$ cat src/rtl/demux4_buf.sv
// demux4_buf: registered 1-to-4 demultiplexer with a valid/ready handshake on each side.
// One WIDTH-bit word per cycle is steered by in_sel into one of four single-entry holding
// registers. Each holding register is drained independently by its own consumer.
//
// Ports:
//   clk                   single clock, rising-edge state updates
//   rst_n                 asynchronous active-low reset
//   clr                   synchronous clear of all buffered words (data registers kept)
//   in_valid/in_ready     input handshake; in_ready is combinational
//   in_sel                destination channel 0..3
//   in_data               input word
//   out_valid[k]          channel k holding register is full
//   out_ready[k]          consumer k takes the word this cycle
//   out_data0..out_data3  channel holding registers
//   busy                  any channel full
module demux4_buf #(
  parameter int unsigned WIDTH = 32
) (
  input  logic             clk,
  input  logic             rst_n,
  input  logic             clr,
  input  logic             in_valid,
  output logic             in_ready,
  input  logic [1:0]       in_sel,
  input  logic [WIDTH-1:0] in_data,
  output logic [3:0]       out_valid,
  input  logic [3:0]       out_ready,
  output logic [WIDTH-1:0] out_data0,
  output logic [WIDTH-1:0] out_data1,
  output logic [WIDTH-1:0] out_data2,
  output logic [WIDTH-1:0] out_data3,
  output logic             busy
);

  logic [3:0]            r_valid;
  logic [3:0]            w_valid_d;
  logic [3:0][WIDTH-1:0] r_data;
  logic [3:0]            w_load;
  logic [3:0]            w_drain;
  logic                  w_sel_full;
  logic                  w_sel_taken;
  logic                  w_accept;

  // Readiness looks only at the selected channel, so a full channel never stalls traffic
  // headed elsewhere. A same-cycle drain frees the slot, giving one word per cycle per channel.
  assign w_sel_full  = r_valid[in_sel];
  assign w_sel_taken = out_ready[in_sel];
  assign in_ready    = !clr && (!w_sel_full || w_sel_taken);
  assign w_accept    = in_valid && in_ready;

  // out_ready on an empty channel is masked here, so it cannot disturb state.
  assign w_drain = r_valid & out_ready;

  always_comb begin
    w_load = 4'b0000;
    if (w_accept) begin
      unique case (in_sel)
        2'd0:    w_load = 4'b0001;
        2'd1:    w_load = 4'b0010;
        2'd2:    w_load = 4'b0100;
        2'd3:    w_load = 4'b1000;
        default: w_load = 4'b0000;
      endcase
    end
  end

  // Load after drain so a simultaneous drain+accept on one channel leaves it full.
  // clr overrides both; w_load is already zero under clr because in_ready is low.
  always_comb begin
    w_valid_d = (r_valid & ~w_drain) | w_load;
    if (clr) begin
      w_valid_d = 4'b0000;
    end
  end

  always_ff @(posedge clk or negedge rst_n) begin
    if (!rst_n) begin
      r_valid <= 4'b0000;
    end else begin
      r_valid <= w_valid_d;
    end
  end

  // Data registers only change on a load, which keeps them stable under backpressure and
  // leaves the last word visible after a drain or clear.
  always_ff @(posedge clk or negedge rst_n) begin
    if (!rst_n) begin
      r_data <= '0;
    end else begin
      for (int k = 0; k < 4; k++) begin
        if (w_load[k]) begin
          r_data[k] <= in_data;
        end
      end
    end
  end

  assign out_valid = r_valid;
  assign out_data0 = r_data[0];
  assign out_data1 = r_data[1];
  assign out_data2 = r_data[2];
  assign out_data3 = r_data[3];
  assign busy      = |r_valid;

endmodule
$ cat config.mk
export PLATFORM = sky130hd
export DESIGN_NAME = demux4_buf
export DESIGN_NICKNAME = d
export VERILOG_FILES = /design/src/rtl/demux4_buf.sv
export SDC_FILE = /design/constraint.sdc
export NUM_CORES = 1
export LEC_CHECK = 0
export CORE_MARGIN = 2
export CORE_UTILIZATION = 46
export CTS_CLUSTER_SIZE = 30
export DETAILED_ROUTE_END_ITERATION = 16
export GPL_ROUTABILITY_DRIVEN = 1
export PLACE_DENSITY = 0.91
export SLEW_MARGIN = 20
export SYNTH_ARGS = -nofsm -noshare
export SYNTH_HDL_FRONTEND = slang
export SYNTH_SLANG_ARGS = --single-unit
export TNS_END_PERCENT = 1
$ cat constraint.sdc
create_clock -name clk -period 1.8 [get_ports clk]
set_input_delay 0.45 -clock clk [delete_from_list [all_inputs] [get_ports clk]]
set_output_delay 0.45 -clock clk [all_outputs]
set_load 0.02 [all_outputs]
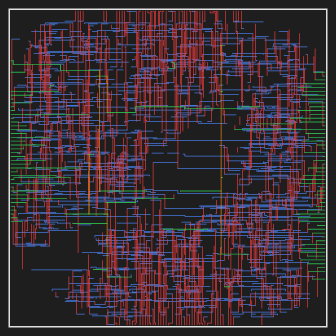
Figure 1: run 1, routed metal, one colour a layer.
| layer | colour | wire length |
|---|---|---|
| M2 | red | 6,740 um |
| M4 | orange | 178 um |
| M1 | blue | 5,700 um |
| M3 | green | 844 um |
Routed WL: 13,500 um
GRT Resource Usage Total: 22.2%

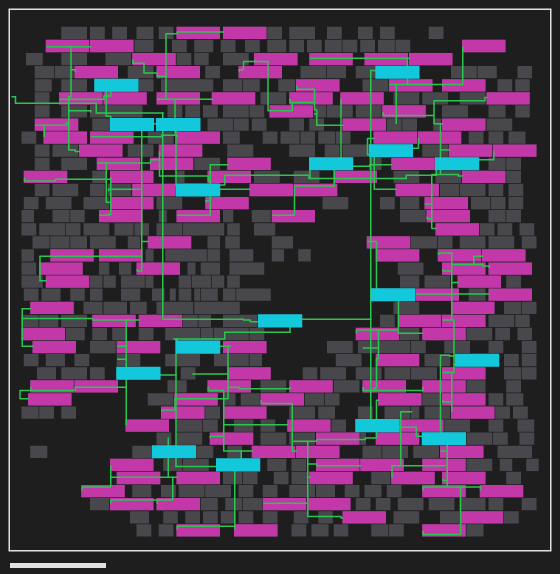
Figure 2: run 1, routed clock nets over the placement.
Scale bar: 20 um.
[clock-net drivers] cyan | count: 17
[clock wires] green | length: 1,570 um
[flip-flops] magenta | count: 132
routed clock nets: 18
flops lie: all over the die
clk_skew: 0.00818 ns
Worst-Skew Late Latency: 0.41 ns

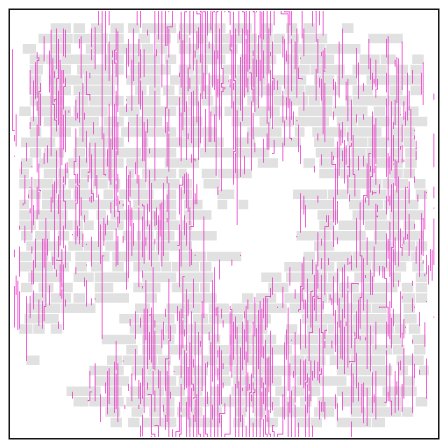
Figure 3: run 1, M2 wires.
Cells faint in the background.
main direction: vertical
longest straight run: 48.6 um
share of all routed wire: 50%
nets with wire on the layer: 523
GR Util met2: 36.8%
detailed-route via count: 3,295

==> results.json, run 1 <==
{
  "fillers": 796,
  "fin_ws_ns": -0.133,
  "core_area_um2": 11400,
  "crit_chain": "or4_4, buf_6",
  "cp.required_ns": 1.35,
  "area_growth_pct": 48.1,
  "wl_per_cell_um": 20.5,
  "area.combinational_um2": 1990,
  "placement_rows": 39,
  "power_density_nw_per_um2": 1300,
  "yosysCellCount": 295,
  "synth-edff-count": 0,
  "setup_viol": 2,
  "drive_gt1_share_pct": 36.8,
  "ys_async_sr_fraction_pct": 100,
  "failed_checks": "setup timing",
  "via_per_inst": 5.02,
  "ys.flops": 132,
  "warning_count": 28,
  "p_leak_nw": 4.11,
  "maxSlewViolCount": 0,
  "yosysChipArea_um2": 5390,
  "status": "complete, but fails checks",
  "slew_headroom_pct": 59.9,
  "syn_area_um2": 5390
}
[run 1: through the flow]
stage / total power, W / utilization, % / hold slack [ns] / area [um^2] / setup TNS (ns)
3_3_place_gp: 0.00727 / 65.3 / 0.478 / 7450 / -39.48
5_1_grt: 0.0108 / 69.9 / 0.0940 / 7980 / -0.274
6_report: 0.0104 / 69.9 / 0.0505 / 7980 / -0.188
4_1_cts: 0.0105 / 69.1 / 0.0731 / 7890 / -0.406
2_1_floorplan: 0.00564 / - / 0.154 / 5390 / 0
3_5_place_dp: 0.00740 / 65.3 / 0.485 / 7450 / -46.06
[run 1: sequential cells by signal, indices dropped and copies added, names as in the netlist]
signal / count
out_valid: 4
out_data2: 32
out_data0: 32
out_data1: 32
out_data3: 32
[run 1: cell families after synthesis]
| logic type | count (synthesis) |
|---|---|
| flops | 132 |
| simple gates | 12 |
| buf+inv | 16 |
| compound gates | 6 |
| mux | 129 |
[run 1: power by group through the flow]
stage | sequential [W] | combinational [W] | clock (W)
final | 0.00399 | 0.00289 | 0.00352
after global routing | 0.00406 | 0.00303 | 0.00372
after CTS | 0.00399 | 0.00291 | 0.00358
after detailed placement | 0.00404 | 0.00335 | 0
after global placement | 0.00400 | 0.00327 | 0
after floorplan | 0.00477 | 0.000862 | 0
[run 1: final timing paths]
| path | start | to | slack, ns | cells after the start |
|---|---|---|---|---|
| max | out_valid[2]$_DFF_PN0_ | busy | -0.13 | 2 |
| min | rst_n | out_data1[4]$_DFFE_PN0P_ | 0.05 | 2 |
| max reg2reg | out_valid[3]$_DFF_PN0_ | out_data3[1]$_DFFE_PN0P_ | 0.30 | 5 |
| min reg2reg | out_data0[6]$_DFFE_PN0P_ | out_data0[6]$_DFFE_PN0P_ | 0.49 | 1 |
| max in group asynchronous | rst_n | out_data2[2]$_DFFE_PN0P_ | 1.23 | 2 |
| min in group clk | out_ready[2] | out_valid[2]$_DFF_PN0_ | 0.47 | 3 |
[run 1: Yosys cell counts (2+ instances only)]
master,count,share of area [%]
dfrtp_1,132,61
mux2_4,87,24
mux2_2,27,5.6
mux2_1,14,2.9
buf_6,9,1.9
a21oi_1,5,0.46
buf_2,5,0.46
nand2b_1,4,0.46
nand4b_4,2,0.88
[run 1: area by class of cell]
cell class,instances,share of cell area [%]
flip-flops and latches,132,41.4
repair buffers,202,23.7
well taps,143,2.24
clock buffers,20,5.72
clock inverters,12,1.93
multi-input cells,147,25.0
inverters,1,0.0471
[run 1: repair_timing]
| item | in CTS | in global routing |
|---|---|---|
| pin swaps | 0 | 4 |
| hold buffers | 0 | 0 |
| setup buffers | 0 | 4 |
| setup endpoints to repair | 134 | 61 |
| gates resized | 145 | 14 |
[run 1: per-layer routing]
layer	vias up	track usage (%)
li1	1461	-
met1	1698	28.1
met2	120	36.8
met3	16	6.80
met4	0	7.48
met5	-	0
## Run 2: what changed since run 1
--- a/config.mk
+++ b/config.mk
@@ -11,7 +11,6 @@
 export DETAILED_ROUTE_END_ITERATION = 16
 export GPL_ROUTABILITY_DRIVEN = 1
 export PLACE_DENSITY = 0.91
-export SLEW_MARGIN = 20
 export SYNTH_ARGS = -nofsm -noshare
 export SYNTH_HDL_FRONTEND = slang
 export SYNTH_SLANG_ARGS = --single-unit
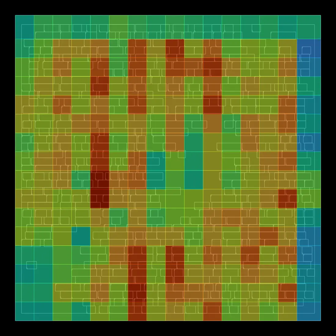
Figure 4: run 2, congestion heat map.
GRT busiest layer: met2
Avg WL per Cell: 20.5 um
Final Util: 69.9%
M1 GR Usage: 28.1%
met3 usage: 6.80%

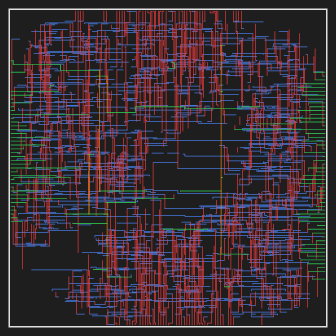
Figure 5: run 2, routed metal, one colour a layer.
| layer | colour | wire length |
|---|---|---|
| M3 | green | 844 um |
| M2 | red | 6,740 um |
| M4 | orange | 178 um |
| M1 | blue | 5,700 um |

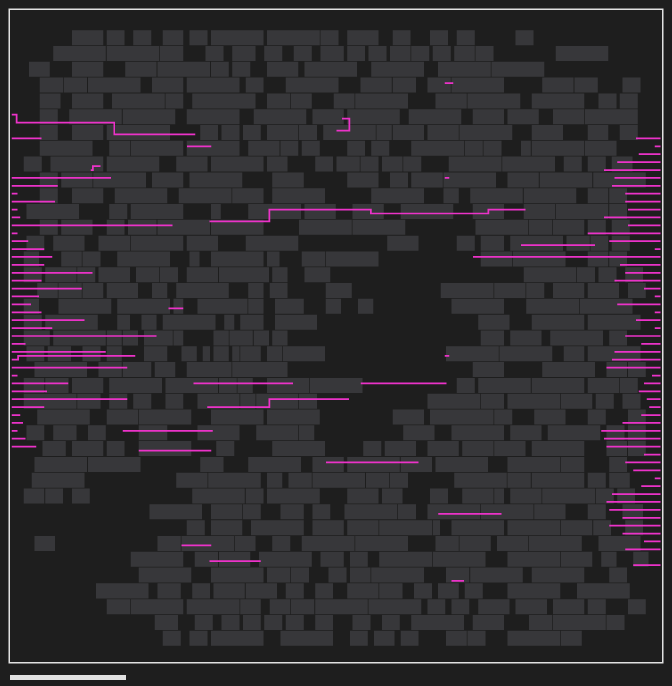
Figure 6: run 2, metal 3.
Scale bar: 20 um. Cells faint in the background.
nets with wire on the layer: 98
wire length on this layer: 844 um
longest straight run: 32.0 um

==> run 2 against run 1 <==
The flow still finishes with violations (setup timing). Clock skew did not move. Cell area did not move. Sequential share of layout area is the same. Worst setup slack is the same. Sequential power about the same. Area after synthesis unchanged. First-iteration DRC count stayed put. Core utilization did not move. Clock power about the same. Highest routed layer unchanged.
==> results.json, run 2 <==
{
  "status": "complete, but fails checks",
  "failed_checks": "setup timing",
  "synthTopCellsByCount": "132 x dfrtp_1, 87 x mux2_4, 27 x mux2_2",
  "area_growth_pct": 48.1,
  "topCellsByArea": "dfrtp_1 61%, mux2_4 24%, mux2_2 5.6%",
  "r2r_setup_slack_ns": 0.30,
  "core_area_um2": 11400,
  "yosysTopAreaCellShare_pct": 61.3,
  "holdBufCountCts": 0,
  "final.setup.tns_ns": -0.188,
  "vias": 3295,
  "finalInstanceArea_um2": 7980,
  "maxSlewViolCount": 0,
  "top_area_cell": "dfrtp_1",
  "fin_ws_ns": -0.133,
  "ys_async_sr_fraction_pct": 100,
  "warning_count": 28,
  "grt.total_usage_pct": 22.2,
  "power_density_nw_per_um2": 1300,
  "synth.most_common_cell": "dfrtp_1",
  "syn_area_um2": 5390,
  "slew_headroom_pct": 59.9,
  "synth-edff-count": 0,
  "p_leak_nw": 4.11,
  "holdWs_ns": 0.0505,
  "yosysCellCount": 295,
  "setup_viol": 2,
  "cp.required_ns": 1.35,
  "grtUsageMet2_pct": 36.8,
  "yosysChipArea_um2": 5390,
  "insertion_delay_ns": 0.41,
  "drive_gt1_share_pct": 36.8,
  "placement_rows": 39,
  "ys.flops": 132,
  "fin_cells": 657,
  "via_per_inst": 5.02,
  "wl_um": 13500
}
-- run 2: cell counts after synthesis --
Identical to the previous run, type by type.
-- run 2: cell families (layout without fill, tap and decap cells) --
kind of cell / Yosys count / count (layout) / share of synthesized area (%)
buffers and inverters: 16 / 235 / 2.56
DFF: 132 / 132 / 61.3
muxes: 129 / 129 / 33.0
and+or+nand+nor: 12 / 12 / 2.46
AOI/OAI and AO/OA: 6 / 6 / 0.627
-- run 2: area by class of cell --
cell class              count  area (um^2)
clock inverters            12          154
clock buffers              20          457
well taps                 143          179
fillers                   796         3440
multi-input cells         147         1990
flip-flops and latches    132         3300
inverters                   1         3.75
repair buffers            202         1890
-- run 2: per-stage QoR --
step	total power (W)	setup slack [ns]	utilization, %
floorplan	0.00564	0.110	-
global placement	0.00727	-0.699	65.3
detailed placement	0.00740	-0.701	65.3
CTS	0.0105	-0.204	69.1
global route	0.0108	-0.169	69.9
finish	0.0104	-0.133	69.9
-- run 2: worst max-delay path: stages, from the launching register on --
cell     delay, ns
dfrtp_1       0.40
or4_4         0.52
buf_6         0.15
-- run 2: power by group --
group	leakage (nW)	switching, W	internal [W]
Sequential	1.59	0.000378	0.00361
Combinational	2.22	0.00146	0.00142
Clock	0.292	0.00127	0.00225
Total	4.11	0.00311	0.00728
-- run 2: timing repair --
action	CTS	global route
buffers inserted	0	4
pin swaps	0	4
resized	145	14
endpoints found under the setup margin	134	61
cloned	0	0
-- run 2: worst paths after layout --
check                                            to  depth (start not counted)                      from
setup / recovery                               busy                          2    out_valid[2]$_DFF_PN0_
hold / removal             out_data1[4]$_DFFE_PN0P_                          2                     rst_n
setup reg to reg           out_data3[1]$_DFFE_PN0P_                          5    out_valid[3]$_DFF_PN0_
hold reg to reg            out_data0[6]$_DFFE_PN0P_                          1  out_data0[6]$_DFFE_PN0P_
max in group asynchronous  out_data2[2]$_DFFE_PN0P_                          2                     rst_n
min in group clk             out_valid[2]$_DFF_PN0_                          3              out_ready[2]
-- run 2: routing by layer --
metal	part of all wire [%]	wire length (um)
met2	50	6740
met5	0	0
met3	6.3	843
met1	42	5700
met4	1.3	177
## Run 3: what changed since run 2
--- a/config.mk
+++ b/config.mk
@@ -5,8 +5,10 @@
 export SDC_FILE = /design/constraint.sdc
 export NUM_CORES = 1
 export LEC_CHECK = 0
+export CELL_PAD_IN_SITES_DETAIL_PLACEMENT = 1
+export CELL_PAD_IN_SITES_GLOBAL_PLACEMENT = 1
 export CORE_MARGIN = 2
-export CORE_UTILIZATION = 46
+export CORE_UTILIZATION = 38
 export CTS_CLUSTER_SIZE = 30
 export DETAILED_ROUTE_END_ITERATION = 16
 export GPL_ROUTABILITY_DRIVEN = 1
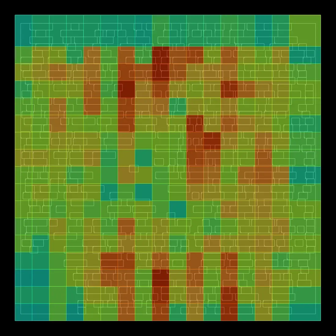
Figure 7: run 3, congestion heat map.
M1 GR Usage: 23.5%
GR Util met2: 37.6%
met3 usage: 6.41%
Final Util: 58.1%
Avg WL per Cell: 21.8 um

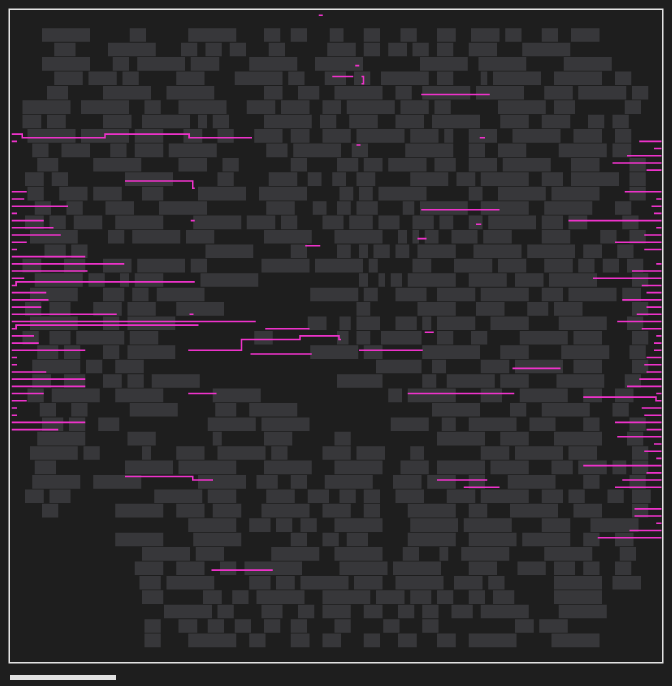
Figure 8: run 3, metal 3.
Scale bar: 20 um. Cells faint in the background.
main direction: horizontal
wire length on this layer: 821 um
longest straight run: 45.8 um
Routed WL: 15,200 um
detailed-route via count: 3,381

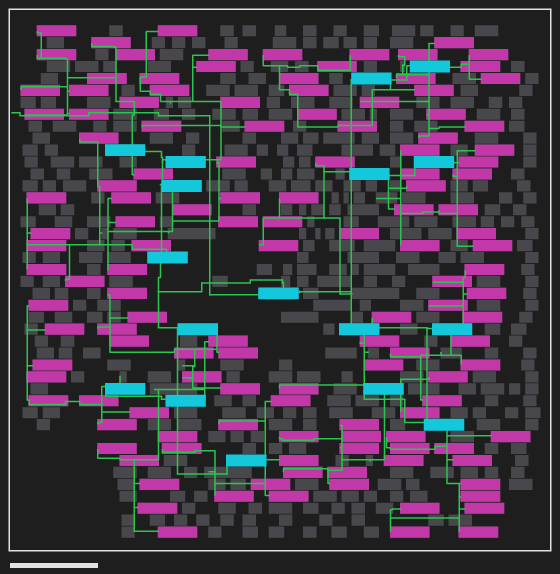
Figure 9: run 3, routed clock nets over the placement.
Scale bar: 20 um.
[clock-net drivers] cyan | count: 17
[clock wires] green | length: 1,700 um
[flip-flops] magenta | count: 132
routed clock nets: 18
Clock group: 0.00361 W
clk_skew: 0.00393 ns
clock share of power: 34.2%

==> run 3 against run 2 <==
The flow still finishes with violations (setup timing). Non-clock buffer count up 3. Fmax down 1.3%. Sequential share of layout area down 0.42 points. Clock power up 3%. Combinational power up 1%. Global-route usage down 1.3 points. Total power up 1.5%. Clock skew down 0.0043 ns. Critical endpoint unchanged. Largest cell class unchanged. Highest routed layer is now met5.
==> results.json, run 3 <==
{
  "via_per_inst": 4.86,
  "placed_area_um2": 7570,
  "finalHoldViolCount": 0,
  "gp_congestion": 0.750,
  "ys.flops": 132,
  "slew_headroom_pct": 78.3,
  "endpoint_kind": "primary output",
  "holdWs_ns": 0.372,
  "synth-edff-count": 0,
  "finalCriticalPeriod_ns": 1.96,
  "synth.most_common_cell": "dfrtp_1",
  "area_growth_pct": 49.7,
  "topCellsByArea": "dfrtp_1 61%, mux2_4 24%, mux2_2 5.6%",
  "grt-busiest-layer": "met2",
  "core_area_um2": 13900,
  "warning_count": 28,
  "root_buffer": "clkbuf_16",
  "yosysChipArea_um2": 5390,
  "clkTransAtPathRegs_ns": 0.06,
  "insertion_delay_ns": 0.41,
  "ys_async_sr_fraction_pct": 100,
  "top_area_cell": "dfrtp_1",
  "cts_inserted_buffers": 17,
  "placement_rows": 43,
  "fin_ws_ns": -0.158,
  "yosysTopAreaCellShare_pct": 61.3,
  "failed_checks": "setup timing",
  "drive_gt1_share_pct": 36.0,
  "yosysWarnings": 0,
  "grt.total_usage_pct": 20.9,
  "synth_seq_share_pct": 61.3,
  "synthTopCellsByCount": "132 x dfrtp_1, 87 x mux2_4, 27 x mux2_2",
  "power_density_nw_per_um2": 1310,
  "cp.required_ns": 1.35,
  "syn_area_um2": 5390,
  "yosysCellCount": 295,
  "fillers": 1318,
  "num_io_pins": 176,
  "p_leak_nw": 4.11,
  "status": "complete, but fails checks",
  "timing.fmax_mhz": 511,
  "setup_viol": 2,
  "clock_sinks": 132,
  "maxSlewViolCount": 0,
  "finalInstanceArea_um2": 8060,
  "maxCapViolations": 0
}
[run 3: cell counts after synthesis]
No cell type changed its count.
[run 3: where the power goes]
group,switching (W),total (W),leakage (nW),internal (W)
registers,0.000397,0.00401,1.59,0.00361
clock network,0.00124,0.00361,0.305,0.00237
logic,0.00150,0.00293,2.21,0.00143
total,0.00313,0.0105,4.11,0.00741
[run 3: critical path, stage by stage (launching register included)]
cell,delay [ns]
dfrtp_1,0.40
or4_4,0.54
buf_6,0.15
[run 3: path summary, 6_finish.rpt]
path	cells after the start	start	slack (ns)	end
worst min-delay path	3	clr	0.37	out_valid[2]$_DFF_PN0_
worst min register to register	1	out_data0[31]$_DFFE_PN0P_	0.49	out_data0[31]$_DFFE_PN0P_
min in group asynchronous	2	rst_n	0.49	out_data3[7]$_DFFE_PN0P_
max in group asynchronous	3	rst_n	0.75	out_data2[24]$_DFFE_PN0P_
worst max register to register	5	out_valid[1]$_DFF_PN0_	0.30	out_data1[23]$_DFFE_PN0P_
worst max-delay path	2	out_valid[3]$_DFF_PN0_	-0.16	busy
[run 3: layout make-up]
type | count | area, um^2 | share of cell area [%]
Clock buffer | 20 | 457 | 5.67
Clock inverter | 11 | 158 | 1.96
Inverter | 1 | 3.75 | 0.0466
Multi-Input combinational cell | 147 | 1960 | 24.3
Sequential cell | 132 | 3300 | 41.0
Tap cell | 180 | 225 | 2.79
Timing Repair Buffer | 205 | 1950 | 24.3
[run 3: cells by family after synthesis]
logic type             share of synthesized area, %
AOI/OAI and AO/OA                             0.627
DFF                                            61.3
muxes                                          33.0
and+or+nand+nor                                2.46
buffers and inverters                          2.56
[run 3: per-layer routing]
| layer | routed length [um] | share of wire, % |
|---|---|---|
| met1 | 5820 | 38 |
| met2 | 8280 | 55 |
| met3 | 820 | 5.4 |
| met4 | 223 | 1.5 |
| met5 | 12 | 0.079 |
[run 3: what timing repair did]
item	in CTS	in global routing
hold buffers	1	0
gates resized	146	8
endpoints found under the setup margin	137	78
buffers inserted	0	1
pin swaps	1	3
hold endpoints to repair	18	0
[run 3: stage by stage]
step	std cells	total power, W	setup WS, ns	setup TNS [ns]
6_report	696	0.0105	-0.158	-0.312
5_1_grt	696	0.0110	-0.186	-0.368
4_1_cts	695	0.0107	-0.212	-0.402
3_5_place_dp	663	0.00746	-0.719	-47.59
3_3_place_gp	663	0.00729	-0.700	-41.95
2_1_floorplan	295	0.00564	0.110	0
Power is estimated from default activity; no workload was simulated.
